<file path="config.mk">
export PLATFORM = sky130hd
export DESIGN_NAME = dyn_phase_step_ctrl_tmr
export DESIGN_NICKNAME = d
export VERILOG_FILES = /design/src/rtl/dyn_phase_step_ctrl_tmr_pkg.sv /design/src/rtl/dyn_phase_step_ctrl_tmr_vote_w.sv /design/src/rtl/dyn_phase_step_ctrl_tmr.sv
export SDC_FILE = /design/constraint.sdc
export NUM_CORES = 1
export LEC_CHECK = 0
export CORE_MARGIN = 2
export CORE_UTILIZATION = 53
export CTS_BUF_LIST = sky130_fd_sc_hd__clkbuf_16
export DETAILED_ROUTE_END_ITERATION = 10
export PLACE_DENSITY = 0.85
export SLEW_MARGIN = 20
export SYNTH_ARGS = -nofsm -noshare
export SYNTH_HDL_FRONTEND = slang
export SYNTH_SLANG_ARGS = --single-unit
</file>
<file path="constraint.sdc">
create_clock -name CLK -period 4.68 [get_ports CLK]
set_clock_uncertainty 0.2 [all_clocks]
set_input_delay 0.936 -clock CLK [delete_from_list [all_inputs] [get_ports CLK]]
set_output_delay 0.936 -clock CLK [all_outputs]
set_load 0.1 [all_outputs]
</file>
<file path="src/rtl/dyn_phase_step_ctrl_tmr_pkg.sv">
// Shared state encoding for the triplicated dynamic phase-shift step controller.
package dyn_phs_pkg;

  localparam int unsigned STATE_W = 3;

  typedef enum logic [STATE_W-1:0] {
    ST_IDLE       = 3'd0,
    ST_INC_DEC    = 3'd1,
    ST_STANDBY    = 3'd2,
    ST_W4_LOCK    = 3'd3,
    ST_W4_PS_DONE = 3'd4
  } dyn_phs_state_e;

  // Landing state for any code outside the legal set
  localparam dyn_phs_state_e ST_RECOVER = ST_IDLE;

endpackage

</file>
<file path="src/rtl/dyn_phase_step_ctrl_tmr_vote_w.sv">
// Bitwise 2-of-3 majority voter with a disagreement flag for one triplicated register.
module tmr_vote_w #(
  parameter int unsigned W = 1
) (
  input  logic [W-1:0] a,
  input  logic [W-1:0] b,
  input  logic [W-1:0] c,
  output logic [W-1:0] voted_c,
  output logic         mismatch_c
);

  assign voted_c    = (a & b) | (b & c) | (a & c);
  assign mismatch_c = (a != b) || (a != c);

endmodule

</file>
<file path="src/rtl/dyn_phase_step_ctrl_tmr.sv">
// TMR controller issuing one PSEN per requested phase step, with PS_DONE timeout and lock-loss abort.
// Optional PHASE_POS tracking output is enabled by defining PHASE_POS_TRACK_EN.
module dyn_phase_step_ctrl_tmr
  import dyn_phs_pkg::*;
#(
  parameter int unsigned STEP_W    = 8,
  parameter int unsigned ERR_CNT_W = 16,
  parameter int unsigned TMO_W     = 10,
  parameter int unsigned DONE_TMO  = 1023
) (
  input  logic                 CLK,
  input  logic                 RST_N,
  input  logic                 LOCKED,
  input  logic                 PH_REQ,
  input  logic [STEP_W-1:0]    PH_STEPS,
  input  logic                 PS_DONE,
  output logic                 BUSY,
  output logic                 PSEN,
  output logic                 PSINCDEC,
  output logic                 PS_ERR,
  output logic [STEP_W-1:0]    STEPS_LEFT,
  output logic [STATE_W-1:0]   DYN_PHS_STATE,
`ifdef PHASE_POS_TRACK_EN
  output logic signed [STEP_W+3:0] PHASE_POS,
`endif
  output logic [ERR_CNT_W-1:0] TMR_ERR_COUNT
);

  localparam int unsigned POS_W = STEP_W + 4;

  logic [STATE_W-1:0]   st_v, st_nxt;
  logic [STEP_W-1:0]    steps_v, steps_nxt, steps_abs;
  logic                 incdec_v, incdec_nxt;
  logic                 perr_v, perr_nxt;
  logic [TMO_W-1:0]     tmo_v, tmo_nxt;
  logic                 busy_v, busy_nxt;
  logic                 psen_v, psen_nxt;
  logic [ERR_CNT_W-1:0] ecnt_v, ecnt_nxt;
  logic [7:0]           mis_vec;
  logic                 pos_mis;
  logic                 any_mis;

  assign steps_abs = PH_STEPS[STEP_W-1] ? (~PH_STEPS) + STEP_W'(1) : PH_STEPS;
  assign any_mis   = (|mis_vec) | pos_mis;

  // Next-state and datapath decode, always from the voted copies
  always_comb begin
    st_nxt     = ST_RECOVER;
    steps_nxt  = steps_v;
    incdec_nxt = incdec_v;
    perr_nxt   = perr_v;
    tmo_nxt    = tmo_v;
    case (st_v)
      ST_IDLE:    st_nxt = ST_W4_LOCK;
      ST_W4_LOCK: st_nxt = LOCKED ? ST_STANDBY : ST_W4_LOCK;
      ST_STANDBY: begin
        if (!LOCKED) begin
          st_nxt = ST_W4_LOCK;
        end else if (PH_REQ && (PH_STEPS != '0)) begin
          st_nxt     = ST_INC_DEC;
          steps_nxt  = steps_abs;
          incdec_nxt = ~PH_STEPS[STEP_W-1];
          perr_nxt   = 1'b0;
        end else begin
          st_nxt = ST_STANDBY;
        end
      end
      ST_INC_DEC: begin
        if (!LOCKED) begin
          st_nxt    = ST_W4_LOCK;
          steps_nxt = '0;
          perr_nxt  = 1'b1;
        end else begin
          st_nxt    = ST_W4_PS_DONE;
          steps_nxt = steps_v - STEP_W'(1);
          tmo_nxt   = '0;
        end
      end
      ST_W4_PS_DONE: begin
        tmo_nxt = tmo_v + TMO_W'(1);
        if (!LOCKED) begin
          st_nxt    = ST_W4_LOCK;
          steps_nxt = '0;
          perr_nxt  = 1'b1;
        end else if (PS_DONE) begin
          st_nxt = (steps_v != '0) ? ST_INC_DEC : ST_STANDBY;
        end else if (tmo_v == TMO_W'(DONE_TMO - 1)) begin
          st_nxt    = ST_STANDBY;
          steps_nxt = '0;
          perr_nxt  = 1'b1;
        end else begin
          st_nxt = ST_W4_PS_DONE;
        end
      end
      default: st_nxt = ST_RECOVER;
    endcase
    busy_nxt = (st_nxt == ST_INC_DEC) || (st_nxt == ST_W4_PS_DONE);
    psen_nxt = (st_nxt == ST_INC_DEC);
    ecnt_nxt = (any_mis && (ecnt_v != '1)) ? ecnt_v + ERR_CNT_W'(1) : ecnt_v;
  end

`ifdef PHASE_POS_TRACK_EN
  localparam logic [POS_W-1:0] POS_MAX = {1'b0, {(POS_W-1){1'b1}}};
  localparam logic [POS_W-1:0] POS_MIN = {1'b1, {(POS_W-1){1'b0}}};
  logic [POS_W-1:0] pos_v, pos_nxt;

  // Saturating position tracker, stepped on each accepted PS_DONE
  always_comb begin
    pos_nxt = pos_v;
    if ((st_v == ST_W4_PS_DONE) && LOCKED && PS_DONE) begin
      if (incdec_v) begin
        if (pos_v != POS_MAX) pos_nxt = pos_v + POS_W'(1);
      end else if (pos_v != POS_MIN) begin
        pos_nxt = pos_v - POS_W'(1);
      end
    end
  end
`endif

  // Three independent register copies fed from the same voted next values
  for (genvar i = 0; i < 3; i++) begin : g_tmr
    logic [STATE_W-1:0]   state_q;
    logic [STEP_W-1:0]    steps_q;
    logic                 incdec_q;
    logic                 perr_q;
    logic [TMO_W-1:0]     tmo_q;
    logic                 busy_q;
    logic                 psen_q;
    logic [ERR_CNT_W-1:0] ecnt_q;

    always_ff @(posedge CLK or negedge RST_N) begin
      if (!RST_N) begin
        state_q  <= ST_IDLE;
        steps_q  <= '0;
        incdec_q <= 1'b0;
        perr_q   <= 1'b0;
        tmo_q    <= '0;
        busy_q   <= 1'b0;
        psen_q   <= 1'b0;
        ecnt_q   <= '0;
      end else begin
        state_q  <= st_nxt;
        steps_q  <= steps_nxt;
        incdec_q <= incdec_nxt;
        perr_q   <= perr_nxt;
        tmo_q    <= tmo_nxt;
        busy_q   <= busy_nxt;
        psen_q   <= psen_nxt;
        ecnt_q   <= ecnt_nxt;
      end
    end

`ifdef PHASE_POS_TRACK_EN
    logic [POS_W-1:0] pos_q;
    always_ff @(posedge CLK or negedge RST_N) begin
      if (!RST_N) pos_q <= '0;
      else        pos_q <= pos_nxt;
    end
`endif
  end

  tmr_vote_w #(.W(STATE_W)) u_vote_state (
    .a(g_tmr[0].state_q), .b(g_tmr[1].state_q), .c(g_tmr[2].state_q),
    .voted_c(st_v), .mismatch_c(mis_vec[0]));
  tmr_vote_w #(.W(STEP_W)) u_vote_steps (
    .a(g_tmr[0].steps_q), .b(g_tmr[1].steps_q), .c(g_tmr[2].steps_q),
    .voted_c(steps_v), .mismatch_c(mis_vec[1]));
  tmr_vote_w #(.W(1)) u_vote_incdec (
    .a(g_tmr[0].incdec_q), .b(g_tmr[1].incdec_q), .c(g_tmr[2].incdec_q),
    .voted_c(incdec_v), .mismatch_c(mis_vec[2]));
  tmr_vote_w #(.W(1)) u_vote_perr (
    .a(g_tmr[0].perr_q), .b(g_tmr[1].perr_q), .c(g_tmr[2].perr_q),
    .voted_c(perr_v), .mismatch_c(mis_vec[3]));
  tmr_vote_w #(.W(TMO_W)) u_vote_tmo (
    .a(g_tmr[0].tmo_q), .b(g_tmr[1].tmo_q), .c(g_tmr[2].tmo_q),
    .voted_c(tmo_v), .mismatch_c(mis_vec[4]));
  tmr_vote_w #(.W(1)) u_vote_busy (
    .a(g_tmr[0].busy_q), .b(g_tmr[1].busy_q), .c(g_tmr[2].busy_q),
    .voted_c(busy_v), .mismatch_c(mis_vec[5]));
  tmr_vote_w #(.W(1)) u_vote_psen (
    .a(g_tmr[0].psen_q), .b(g_tmr[1].psen_q), .c(g_tmr[2].psen_q),
    .voted_c(psen_v), .mismatch_c(mis_vec[6]));
  tmr_vote_w #(.W(ERR_CNT_W)) u_vote_ecnt (
    .a(g_tmr[0].ecnt_q), .b(g_tmr[1].ecnt_q), .c(g_tmr[2].ecnt_q),
    .voted_c(ecnt_v), .mismatch_c(mis_vec[7]));

`ifdef PHASE_POS_TRACK_EN
  tmr_vote_w #(.W(POS_W)) u_vote_pos (
    .a(g_tmr[0].pos_q), .b(g_tmr[1].pos_q), .c(g_tmr[2].pos_q),
    .voted_c(pos_v), .mismatch_c(pos_mis));
  assign PHASE_POS = pos_v;
`else
  assign pos_mis = 1'b0;
`endif

  assign BUSY          = busy_v;
  assign PSEN          = psen_v;
  assign PSINCDEC      = incdec_v;
  assign PS_ERR        = perr_v;
  assign STEPS_LEFT    = steps_v;
  assign DYN_PHS_STATE = st_v;
  assign TMR_ERR_COUNT = ecnt_v;

endmodule

</file>
==> results_slide.txt, run 1 <==
Key Metrics from the Run

Finish
  – Share of layout cells above drive strength 1: under 10%
  – Fin util: approximately two thirds
  – Diodes inserted: 0

Critical path
  – Worst path depth: 1
  – Worst R2R Path Depth: 7
  – Critical Path Max Stage Delay: between 1 and 1.5 ns
  – Worst endpoint required time: roughly 3.5 ns

Final timing
  – Cycle use final: about 67%
  – Slew Limit Fails: 0
  – Worst hold slack: 0.282 ns
  – Final count of negative-setup-slack endpoints: 0
  – Min Tclk post-route: 3.15 ns

Power and ir drop
  – P_leak: roughly 0.88 nW

Placed design
  – Number of port buffers: 27

Floorplan
  – FP Util: between 50% and 60%
  – Core ar.: around 3100 um2
  – Top Ports: 44

Logic synthesis
  – Yosys cell types: approximately 50
  – Post-synth ARST share: 100%
  – YS warnings: 0
  – Syn Area/Cell: between 8 and 9 um2
  – Seq/Total Area, Yosys: between 30% and 40%
  – Max-area cell share: a little over a third
  – Cells after synthesis: just under 200
  – Yosys Instances: 199
  – Yosys synthesis chip area: 1750 um2

Route
  – DR top layer: met4
  – Met2 routed WL: approximately 1900 um
  – Initial DRC Count: between 100 and 150

GRT
  – M3 GR Usage: about 5.0%
  – Number of global-route vias before repair: 1346

Clock tree
  – Post-CTS sizing: 0
  – CTS root buf: clkbuf_16
  – Num CTS Buffers: 3

Status
  – Status: complete, no violations
## run 1: power by group through the flow
stage	registers [mW]	logic, mW	clock network [mW]
after floorplan	0.733	0.398	0
after global placement	0.425	0.874	0
after detailed placement	0.427	0.891	0
after CTS	0.424	0.895	0.193
after global routing	0.442	0.955	0.203
final	0.427	0.896	0.191
## run 1: placed cells by master, fill, tap and decap left out, types with 5 or more instances in the layout
master,instances
inv_1,9
o21ai_0,20
ha_1,5
xor2_1,6
clkdlybuf4s50_1,26
dfrtp_1,25
nand2_1,21
conb_1,16
nor2_1,15
## run 1: logic make-up after synthesis
family	count (synthesis)	share of synthesized area, %
compound gates	52	20.9
mux	2	1.15
flops	25	35.8
other cells	1	0.215
simple gates	71	22.1
fa+ha+maj	5	3.58
buf+inv	33	11.3
xor+xnor	10	5.02
## run 1: per-stage QoR
stage	instance area, um2	setup WS (ns)	instances
6_report	2040	1.53	265
2_1_floorplan	1800	2.11	214
5_1_grt	2040	1.41	265
3_3_place_gp	1970	1.50	261
3_5_place_dp	1970	1.39	261
4_1_cts	2050	1.52	265
## run 1: area by class of cell
| type | instances | area [um2] |
|---|---|---|
| Fill cell | 275 | 1060 |
| Multi-Input combinational cell | 156 | 980 |
| Sequential cell | 25 | 626 |
| Timing Repair Buffer | 28 | 273 |
| Clock buffer | 3 | 75.1 |
| Tap cell | 44 | 55.1 |
| Inverter | 8 | 30.0 |
| Clock inverter | 1 | 3.75 |
## run 1: flip-flops by register name (all words and copies together) (netlist names)
register and flops:
g_tmr.tmo_q 10, g_tmr.busy_q 1, g_tmr.incdec_q 1, g_tmr.steps_q 8, g_tmr.state_q 3, g_tmr.psen_q 1
g_tmr.perr_q 1
Run 1, where the registers sit:
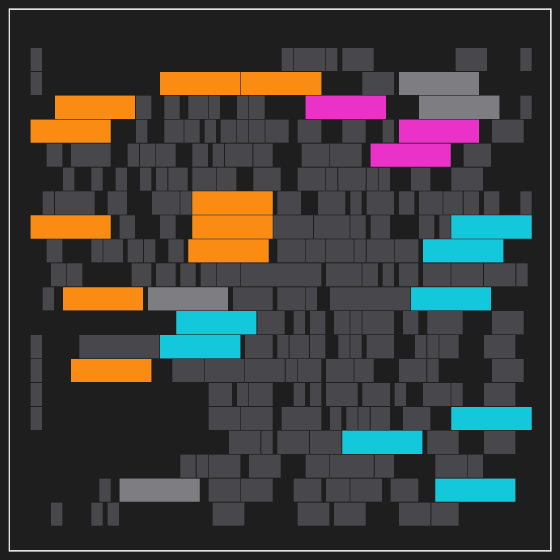
[orange] `g_tmr.tmo_q` | placed flops: 10
[cyan] `g_tmr.steps_q` | placed flops: 8
[magenta] `g_tmr.state_q` | placed flops: 3
not colored: 4

Run 1, I/O nets highlighted:
The bar under the picture is 20 um long.
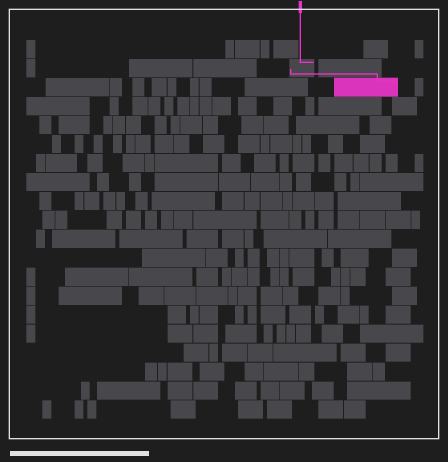
[magenta] `BUSY` | bits: 1 | direction: output | edge: top | end cells: 1 | wire: 26.0 um

Run 1, metal 1:
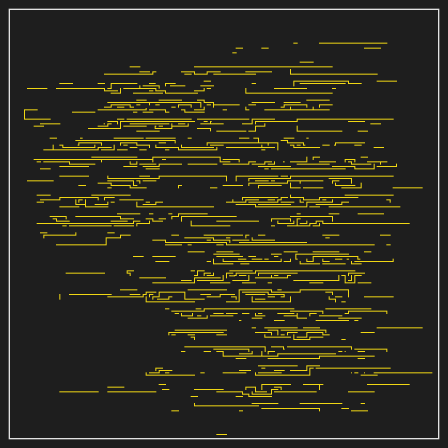
main direction: horizontal
longest straight run: 21.2 um
share of all routed wire: 44%
wire length on this layer: 1710 um
vias post-DR: 1483
final wirelength: 3860 um
met1 GRT Util: 30.5%

Run 1, clock wires, drivers and flops:
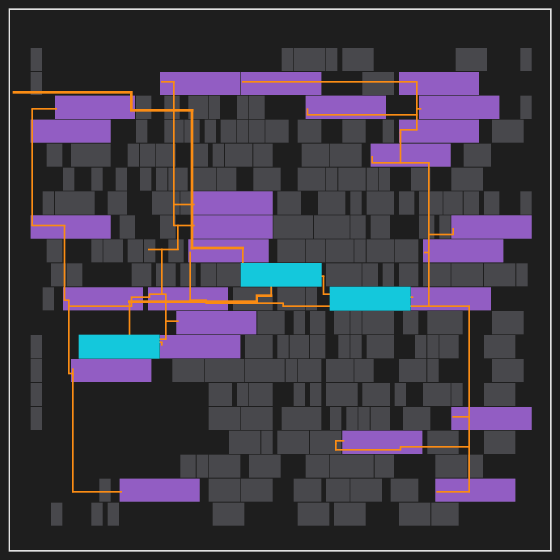

## Run 2: what changed since run 1
Settings changed: CORE_UTILIZATION 53 to 44, PLACE_DENSITY 0.85 to 0.76.
Clock period 4.68 ns to 2.8 ns, I/O delays scaled along.
Run 2, clock wires, drivers and flops:
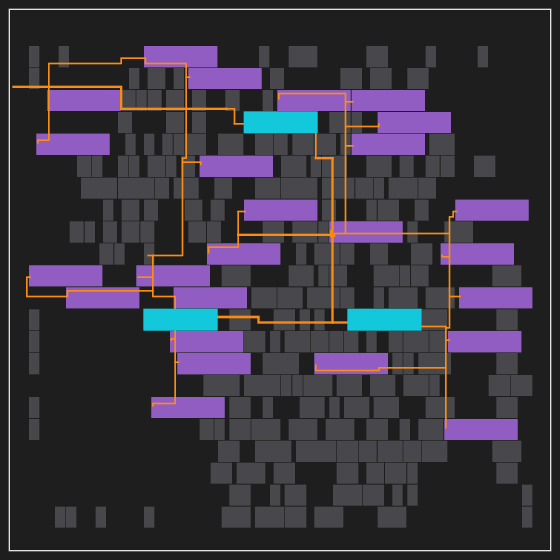
[cyan] clock drivers | count: 3
[orange] clock wires | length: 321 um
[purple] flip-flops | count: 25
routed clock nets: 4
Late-Pin Clk Latency: 0.26 ns
Clock net power: 317 uW
part of the power in the clock network: 12.8%

Run 2, I/O nets highlighted:
The bar under the picture is 20 um long.
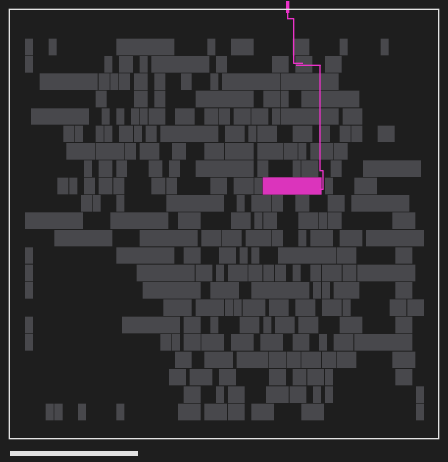
[magenta] `BUSY` | bits: 1 | direction: output | edge: top | end cells: 1 | wire: 34.4 um

==> results_slide.txt, run 2 <==
Key Metrics from the Run

Status
  – Status: complete, no violations

Final timing
  – Slew Limit Fails: 0 (unchanged)
  – Min Tclk post-route: 2.51 ns
  – Final count of negative-setup-slack endpoints: 0 (unchanged)
  – Worst hold slack: 0.290 ns (+0.00802 ns)

Logic synthesis
  – Yosys synthesis chip area: 1750 um2 (unchanged)
  – Post-synth ARST share: 100% (unchanged)
  – Max-area cell share: 35.8% (unchanged)
  – Yosys cell types: 50 (unchanged)
  – YS warnings: 0 (unchanged)

Finish
  – Top cell excl fill/tap: dfrtp_1
  – Fin util: 55.0% (-11 points)
  – Final Non-Filler Cells: 275 (+3.8%)
  – Biggest regs: g_tmr.tmo_q x10, g_tmr.steps_q x8, g_tmr.state_q x3
  – Dominant logic cell types in the final layout: dfrtp_1 (25), buf_4 (22), nand2_1 (21)
  – Final Instance Area: 2060 um2 (+0.86%)
  – Share of layout cells above drive strength 1: 15.4% (+8.6 points)

Clock tree
  – CTS root buf: clkbuf_16

Floorplan
  – FP Util: 46.6% (-9.6 points)
  – Top Ports: 44 (unchanged)

Power and ir drop
  – P_leak: 0.928 nW (+5.8%)

Placed design
  – Number of port buffers: 27 (unchanged)
  – Instance area at placement: 1980 um2 (+0.64%)

GRT
  – Number of global-route vias before repair: 1370 (+1.8%)

Route
  – Initial DRC Count: 120 (-16%)
run 2: cell counts after synthesis:
No cell type changed its count.
run 2: cell families after synthesis:
group,share of synthesized area [%]
flops,35.8
other cells,0.215
xor+xnor,5.02
fa+ha+maj,3.58
buf+inv,11.3
compound gates,20.9
mux,1.15
simple gates,22.1
run 2: power groups by stage:
stage          logic [mW]  clock network [mW]  registers [mW]
2_1_floorplan       0.665                   0            1.23
3_3_place_gp         1.44                   0           0.712
3_5_place_dp         1.46                   0           0.716
4_1_cts              1.46               0.324           0.710
5_1_grt              1.55               0.341           0.745
6_report             1.46               0.317           0.714
run 2: area by class of cell:
class	count	area, um2
tap	48	60.1
clock inverter	1	3.75
clock buffer	3	75.1
fill	374	1680
timing repair buffer	34	285
sequential	25	626
inverter	8	30.0
multi-input combinational	156	980
run 2: critical path: stages:
cell	delay, ns
clkdlybuf4s50_1	0.42
inv_1	0.06
ha_1	0.15
or4b_4	0.49
o21ai_0	0.17
a21oi_1	0.08
a311oi_1	0.38
o21bai_1	0.12
run 2: final timing paths:
| kind | start | end | slack [ns] | cells past startpoint |
|---|---|---|---|---|
| max reg2reg | g_tmr[2].tmo_q[0] | g_tmr[2].steps_q[3] | 0.57 | 7 |
| min in group asynchronous | RST_N | g_tmr[2].steps_q[4] | 0.46 | 2 |
| max | PH_STEPS[1] | g_tmr[2].busy_q | 0.29 | 8 |
| min reg2reg | g_tmr[2].incdec_q | g_tmr[2].incdec_q | 0.29 | 2 |
| max in group asynchronous | RST_N | g_tmr[2].tmo_q[2] | 1.69 | 2 |
| min | g_tmr[2].incdec_q | g_tmr[2].incdec_q | 0.29 | 2 |
run 2: metal layers:
layer  track usage (%)  up-vias
li1                  -      750
met1              23.3      721
met2              32.1       46
met3              4.05        2
met4              3.06        0
met5                 0        -
Run 2, where the registers sit:
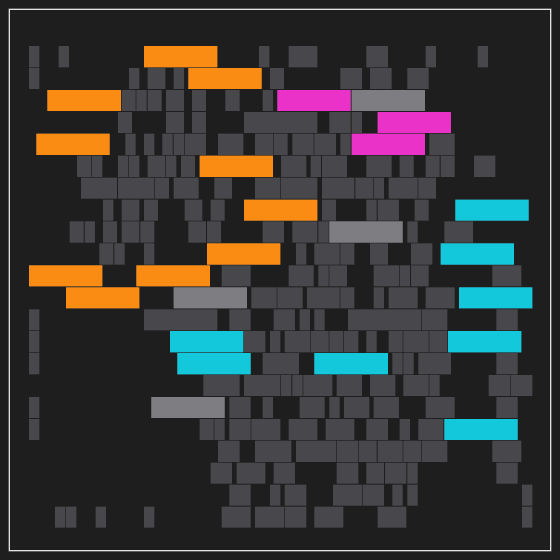

## Run 3: what changed since run 2
Settings changed: ABC_AREA set to 1.
Run 3, where the registers sit:
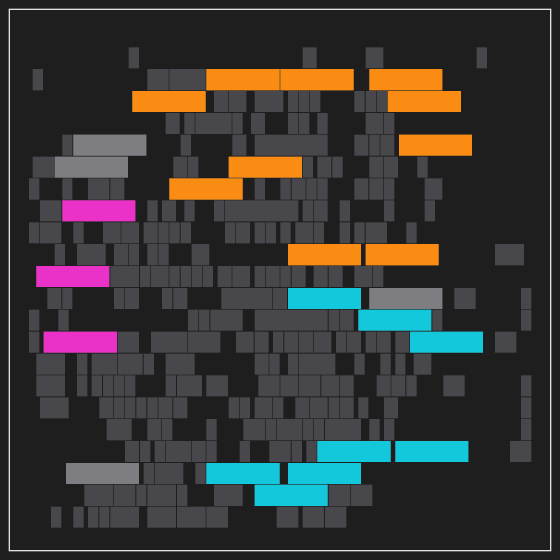
[orange] `g_tmr.tmo_q` | placed flops: 10
[cyan] `g_tmr.steps_q` | placed flops: 8
[magenta] `g_tmr.state_q` | placed flops: 3
not colored: 4

==> results_slide.txt, run 3 <==
Key Metrics from the Run

Final timing
  – Min Tclk post-route: 2.19 ns (-0.317 ns)
  – Slew Limit Fails: 0 (unchanged)
  – Final count of negative-setup-slack endpoints: 0 (unchanged)

Critical path
  – Cell family with most CP delay: simple AND/OR/NAND/NOR gates
  – CP max stage cell: clkdlybuf4s50_1
  – Critical Path Max Stage Delay: 0.45 ns (-0.04 ns)
  – Critical Path, Cell by Cell: clkdlybuf4s50_1 > inv_1 > ha_1 > nand2_1 > nor2_1 > nand2_1 > nand3_2 > nand2_1 > nand3_4 > o21ai_1 > nand2_1

Finish
  – Dominant logic cell types in the final layout: nand2_1 (50), nor2_1 (25), dfrtp_1 (25)
  – Fin util: 55.0% (about the same)
  – Final Instance Area: 2060 um2 (about the same)
  – Share of layout cells above drive strength 1: 15.2% (-0.23 points)
  – Biggest regs: g_tmr.tmo_q x10, g_tmr.steps_q x8, g_tmr.state_q x3

Logic synthesis
  – Adders+Majority by Area: 3.57% (-0.018 points)
  – Ao+oa area frac: 13.8% (-7.1 points)
  – YS warnings: 0 (unchanged)
  – Yosys cell types: 32 (-36%)

Placed design
  – Instance area at placement: 1980 um2 (-0.13%)

Status
  – Status: complete, no violations

Power and ir drop
  – Top power group: combinational logic
  – Seq. pwr: 559 uW (-22%)
  – Combinational cell power: 1.51 mW (+3%)

GRT
  – GRT busiest layer: met2
  – Number of global-route vias before repair: 1495 (+9.1%)
  – M3 GR Usage: 1.33% (-2.7 points)

Clock tree
  – CTS root buf: clkbuf_16
  – Late-Pin Clk Latency: 0.26 ns (about the same)

Route
  – Initial DRC Count: 57 (-53%)
Run 3, I/O nets highlighted:
The bar under the picture is 20 um long.
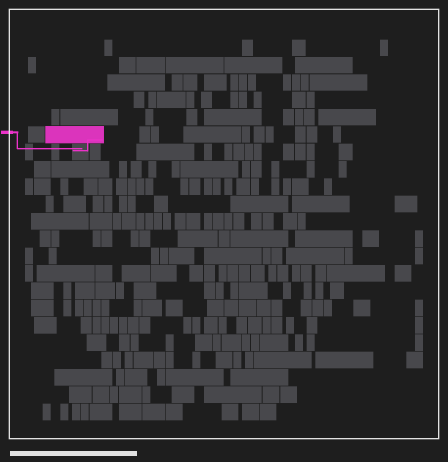
[magenta] `BUSY` | bits: 1 | direction: output | edge: left | end cells: 1 | wire: 19.7 um
number of port buffers: 27
Top Ports: 44

[run 3: cell count changes after synthesis, moves of 7 or more]
cell	change
nor2_1	+10
nand2_1	+29
inv_2	+8
o21ai_1	+7
nand3_1	+11
o21ai_0	-11
a21oi_1	+13
inv_1	+16
[run 3: final cells by class]
cell class / instances / area [um2]
Clock inverter: 1 / 5.00
Multi-Input combinational cell: 181 / 932
Timing Repair Buffer: 28 / 240
Clock buffer: 3 / 75.1
Inverter: 32 / 120
Fill cell: 356 / 1690
Tap cell: 48 / 60.1
Sequential cell: 25 / 626
[run 3: logic make-up after synthesis]
group,after synthesis
compound gates,43
xor+xnor,6
fa+ha+maj,5
buf+inv,50
flops,25
other cells,1
simple gates,111
[run 3: stage by stage]
| step | hold WS, ns | std cells | power, mW | worst slack, ns |
|---|---|---|---|---|
| after floorplan | 0.0644 | 256 | 1.78 | 0.645 |
| after global placement | 0.291 | 314 | 2.06 | 0.395 |
| after detailed placement | 0.297 | 314 | 2.07 | 0.356 |
| after CTS | 0.311 | 318 | 2.40 | 0.617 |
| after global routing | 0.327 | 318 | 2.54 | 0.496 |
| final | 0.305 | 318 | 2.40 | 0.611 |
[run 3: path summary, 6_finish.rpt]
path	from	endpoint	slack, ns	cells past startpoint
max in group asynchronous	RST_N	g_tmr[2].tmo_q[3]	1.69	2
max	PH_STEPS[0]	g_tmr[2].steps_q[6]	0.61	11
min in group asynchronous	RST_N	g_tmr[2].incdec_q	0.45	2
min reg2reg	g_tmr[2].steps_q[5]	g_tmr[2].steps_q[5]	0.31	2
max reg2reg	g_tmr[2].state_q[0]	g_tmr[2].steps_q[6]	1.02	8
min	g_tmr[2].steps_q[5]	g_tmr[2].steps_q[5]	0.31	2

==> notes/layouts.md <==
Pictures saved along the way, in no particular order.

Routing congestion.
image #1
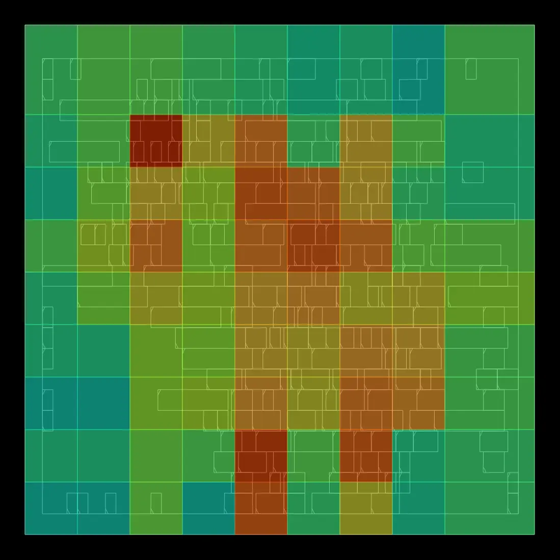
image #2
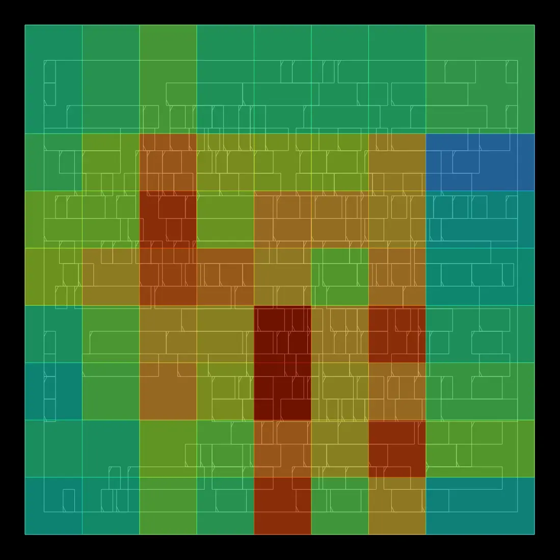
image #3
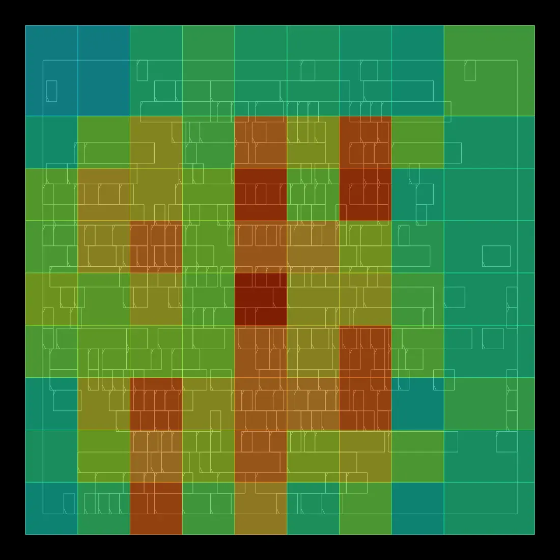
Image #1 comes from run 2.
Image #2 comes from run 1.
Image #3 comes from run 3.
Of these, highest utilization: image #2

Power and IR drop assume default switching activity.
